==> images/placement_by_type.png <==
Scale: 1 px per µm. Fill, decap, tap and diode cells in grey.
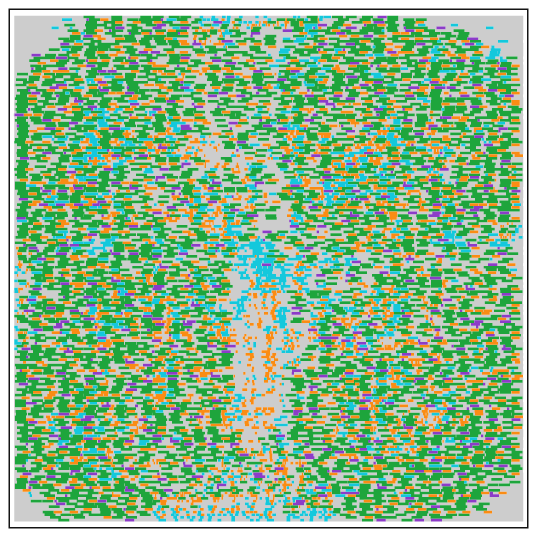
==> images/clk_routes.png <==
Scale: 1 px per µm.
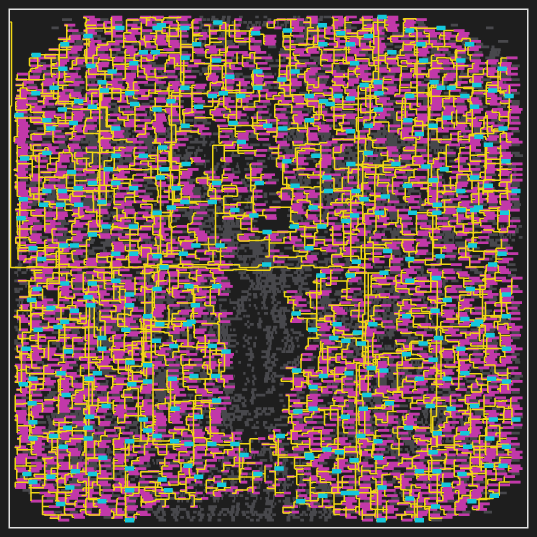
### src/rtl/unified_mem.sv
// Single-port word memory shared by instruction fetch and data ports, with
// grant/latency/response sequencing. MEM_ARB_RR_EN selects round-robin arbitration.
module unified_mem #(
  parameter int unsigned WORDS   = 100,
  parameter int unsigned LATENCY = 1
) (
  input  logic        clk,
  input  logic        rst,
  input  logic        instr_read,
  input  logic [31:0] instr_addr,
  output logic [31:0] instr_out,
  output logic        instr_ready,
  input  logic        data_read,
  input  logic [3:0]  data_write,
  input  logic [31:0] data_addr,
  input  logic [31:0] data_in,
  output logic [31:0] data_out,
  output logic        data_ready
);

  localparam logic [1:0] IDLE = 2'd0;
  localparam logic [1:0] WAIT = 2'd1;
  localparam logic [1:0] RESP = 2'd2;

  localparam int unsigned AW       = (WORDS > 1) ? $clog2(WORDS) : 1;
  localparam logic [2:0]  CNT_LOAD = 3'(LATENCY - 1);

  logic [31:0] mem_q [WORDS];

  logic [1:0]  state_q, state_d;
  logic [2:0]  cnt_q, cnt_d;
  logic        gnt_data_q, gnt_data_d;
  logic [29:0] idx_q, idx_d;
  logic [31:0] wdata_q, wdata_d;
  logic [3:0]  be_q, be_d;
  logic        wr_q, wr_d;
  logic [31:0] instr_out_q, instr_out_d;
  logic [31:0] data_out_q, data_out_d;
  logic        instr_ready_q, instr_ready_d;
  logic        data_ready_q, data_ready_d;

  logic        instr_req, data_req, any_req, pick_data;
  logic        access, in_range;
  logic [31:0] rd_word;
  logic        unused_addr_bits;

  assign instr_req = instr_read;
  assign data_req  = data_read | (|data_write);
  assign any_req   = instr_req | data_req;

`ifdef MEM_ARB_RR_EN
  logic last_instr_q, last_instr_d;
  // On conflict the port that did not win the previous grant goes first.
  assign pick_data = data_req & (~instr_req | last_instr_q);
`else
  assign pick_data = data_req;
`endif

  assign access   = (state_q == WAIT) && (cnt_q == '0);
  assign in_range = ({2'b00, idx_q} < 32'(WORDS));
  assign rd_word  = in_range ? mem_q[idx_q[AW-1:0]] : '0;

  assign unused_addr_bits = ^{instr_addr[1:0], data_addr[1:0]};

  always_comb begin
    state_d       = state_q;
    cnt_d         = cnt_q;
    gnt_data_d    = gnt_data_q;
    idx_d         = idx_q;
    wdata_d       = wdata_q;
    be_d          = be_q;
    wr_d          = wr_q;
    instr_out_d   = instr_out_q;
    data_out_d    = data_out_q;
    instr_ready_d = 1'b0;
    data_ready_d  = 1'b0;
`ifdef MEM_ARB_RR_EN
    last_instr_d  = last_instr_q;
`endif
    case (state_q)
      IDLE, RESP: begin
        if (any_req) begin
          gnt_data_d = pick_data;
          idx_d      = pick_data ? data_addr[31:2] : instr_addr[31:2];
          wdata_d    = data_in;
          be_d       = pick_data ? data_write : 4'b0000;
          wr_d       = pick_data & (|data_write);
          cnt_d      = CNT_LOAD;
          state_d    = WAIT;
`ifdef MEM_ARB_RR_EN
          last_instr_d = ~pick_data;
`endif
        end else begin
          state_d = IDLE;
        end
      end
      WAIT: begin
        if (cnt_q == '0) begin
          state_d = RESP;
          if (gnt_data_q) begin
            data_ready_d = 1'b1;
            if (!wr_q) data_out_d = rd_word;
          end else begin
            instr_ready_d = 1'b1;
            instr_out_d   = rd_word;
          end
        end else begin
          cnt_d = cnt_q - 3'd1;
        end
      end
      default: state_d = IDLE;
    endcase
  end

  always_ff @(posedge clk) begin
    if (rst) begin
      state_q       <= IDLE;
      cnt_q         <= '0;
      gnt_data_q    <= 1'b0;
      idx_q         <= '0;
      wdata_q       <= '0;
      be_q          <= '0;
      wr_q          <= 1'b0;
      instr_out_q   <= '0;
      data_out_q    <= '0;
      instr_ready_q <= 1'b0;
      data_ready_q  <= 1'b0;
`ifdef MEM_ARB_RR_EN
      last_instr_q  <= 1'b1;
`endif
    end else begin
      state_q       <= state_d;
      cnt_q         <= cnt_d;
      gnt_data_q    <= gnt_data_d;
      idx_q         <= idx_d;
      wdata_q       <= wdata_d;
      be_q          <= be_d;
      wr_q          <= wr_d;
      instr_out_q   <= instr_out_d;
      data_out_q    <= data_out_d;
      instr_ready_q <= instr_ready_d;
      data_ready_q  <= data_ready_d;
`ifdef MEM_ARB_RR_EN
      last_instr_q  <= last_instr_d;
`endif
    end
  end

  // Array has no reset; a reset sampled on the access edge suppresses the write.
  always_ff @(posedge clk) begin
    if (!rst && access && wr_q && in_range) begin
      for (int unsigned b = 0; b < 4; b++) begin
        if (be_q[b]) mem_q[idx_q[AW-1:0]][8*b +: 8] <= wdata_q[8*b +: 8];
      end
    end
  end

  assign instr_out   = instr_out_q;
  assign instr_ready = instr_ready_q;
  assign data_out    = data_out_q;
  assign data_ready  = data_ready_q;

endmodule
### config.mk
export PLATFORM = sky130hd
export DESIGN_NAME = unified_mem
export DESIGN_NICKNAME = d
export VERILOG_FILES = /design/src/rtl/unified_mem.sv
export SDC_FILE = /design/constraint.sdc
export NUM_CORES = 2
export LEC_CHECK = 0
export CELL_PAD_IN_SITES_DETAIL_PLACEMENT = 0
export CELL_PAD_IN_SITES_GLOBAL_PLACEMENT = 2
export CORE_MARGIN = 4
export CORE_UTILIZATION = 50
export DETAILED_ROUTE_END_ITERATION = 10
export GPL_TIMING_DRIVEN = 0
export PLACE_DENSITY = 0.76
export SLEW_MARGIN = 5
export SYNTH_ARGS = -nofsm -noshare
export SYNTH_HDL_FRONTEND = slang
export SYNTH_SLANG_ARGS = --single-unit
### constraint.sdc
create_clock -name clk -period 2.7 [get_ports clk]
set_input_delay 0.675 -clock clk [delete_from_list [all_inputs] [get_ports clk]]
set_output_delay 0.675 -clock clk [all_outputs]
set_load 0.01 [all_outputs]
==> run summary <==
fresh numbers from the pnr run: status finished with violations, failing checks max-capacitance violations, max-slew violations, negative setup slack, crit path to instr_out[7], Yosys warning total 0, Slew Limit Fails 8, Non-CTS inverters 11, async set or reset register ratio after synthesis 0%, Tmin final 3.76 ns, Final Non-Filler Cells about 11,000, IO Count between 150 and 200, most instantiated logic cells after routing edfxtp_1 (3,200), mux4_2 (847), buf_12 (509), CP arrival 4.64 ns, worst min path class in -> reg, final setup fails 549, placed cell count 9,837, Comb area 0.0340 mm², final worst slack -1.06 ns, number of global-route vias before repair 74,400, CTS max path bufs 4, Max-cap violations 2, pre-CTS setup slack -4.11 ns, Max-slew headroom -1.68%, Flop area about 0.099 mm², crit path DRT ~3.6 ns, Init Core Util 50.3%, layout cells sized above 1 between 40 and 50%, total track usage 49.4%
-- placement_by_type.png (at the start) --
legend:
  other buffers and delay cells:
    colour: cyan
    cells: 1,394
  combinational and other logic:
    colour: orange
    cells: 2,457
  clock drivers and dummy loads:
    colour: purple
    cells: 634
  flops:
    colour: green
    cells: 3,346
# rows: 186
core area: 0.257 mm²
final core utilization: 65.9%

-- clk_routes.png (at the start) --
legend:
  clock wires:
    colour: yellow
    length: 39.2 mm
  flip-flops:
    colour: magenta
    count: 3,346
  clock drivers:
    colour: cyan
    count: 351
flops lie: all over the die
routed clock nets: 352
clk_lat worst skew: 0.95 ns
Clk. pwr: 48,200 µW
Layout Skew: 0.0520 ns
Clk pwr share: 39.3%

how the worst min path moves through the flow:
stage / to / slack, ns / cells past startpoint
after global placement: instr_out[10] / 0.44 / 2
final: wdata_q[14] / 0.27 / 3
after floorplan: cnt_q[0] / 0.44 / 2
after CTS: wdata_q[14] / 0.25 / 3
after detailed placement: instr_out[19] / 0.44 / 2
after global routing: wdata_q[13] / 0.28 / 3
registers in the layout (all words and copies together) (netlist names), named ones only:
signal,count
mem_q,3200
data_out,32
instr_out,32
wdata_q,32
idx_q,30
be_q,4
cnt_q,3
state_q,2
data_ready,1
gnt_data_q,1
instr_ready,1
wr_q,1
Yosys cell counts (11+ instances only):
library cell	n	area [µm²]
and2_1	14	87.6
buf_1	19	71.3
edfxtp_1	3200	96100
buf_4	29	218
nor2b_1	15	93.8
a21oi_1	79	395
o22ai_1	49	307
a22o_1	35	307
a211oi_1	43	323
mux2i_1	163	1630
o21ai_1	14	70.1
o21ai_0	48	240
buf_2	84	420
buf_12	21	420
clkbuf_1	163	612
a221oi_1	18	158
nand2_1	311	1170
nor3_1	32	160
nor2_1	498	1870
a31oi_1	21	131
mux2_2	16	180
a22oi_1	47	353
dfxtp_1	146	2920
o31ai_1	11	82.6
nand3_1	28	140
mux4_2	846	19100
buf_6	41	462
nor4_1	17	106
per-layer routing:
metal	vias to the layer above	GRT usage, %	share of wire [%]
met5	-	1.80	0.22
met4	54	43.7	11
met3	2455	25.8	17
met2	9072	65.5	40
met1	43800	58.1	31
li1	28500	-	-
worst max-delay path: stages, from the launching register on:
cell      delay [ns]
dfxtp_1         0.50
clkbuf_2        0.35
clkbuf_4        0.34
clkbuf_8        0.32
clkbuf_4        0.42
buf_12          0.28
mux2i_4         0.36
o22ai_2         0.13
nor4_4          0.50
buf_6           0.25
a22o_1          0.15
Power is estimated from default activity; no workload was simulated.
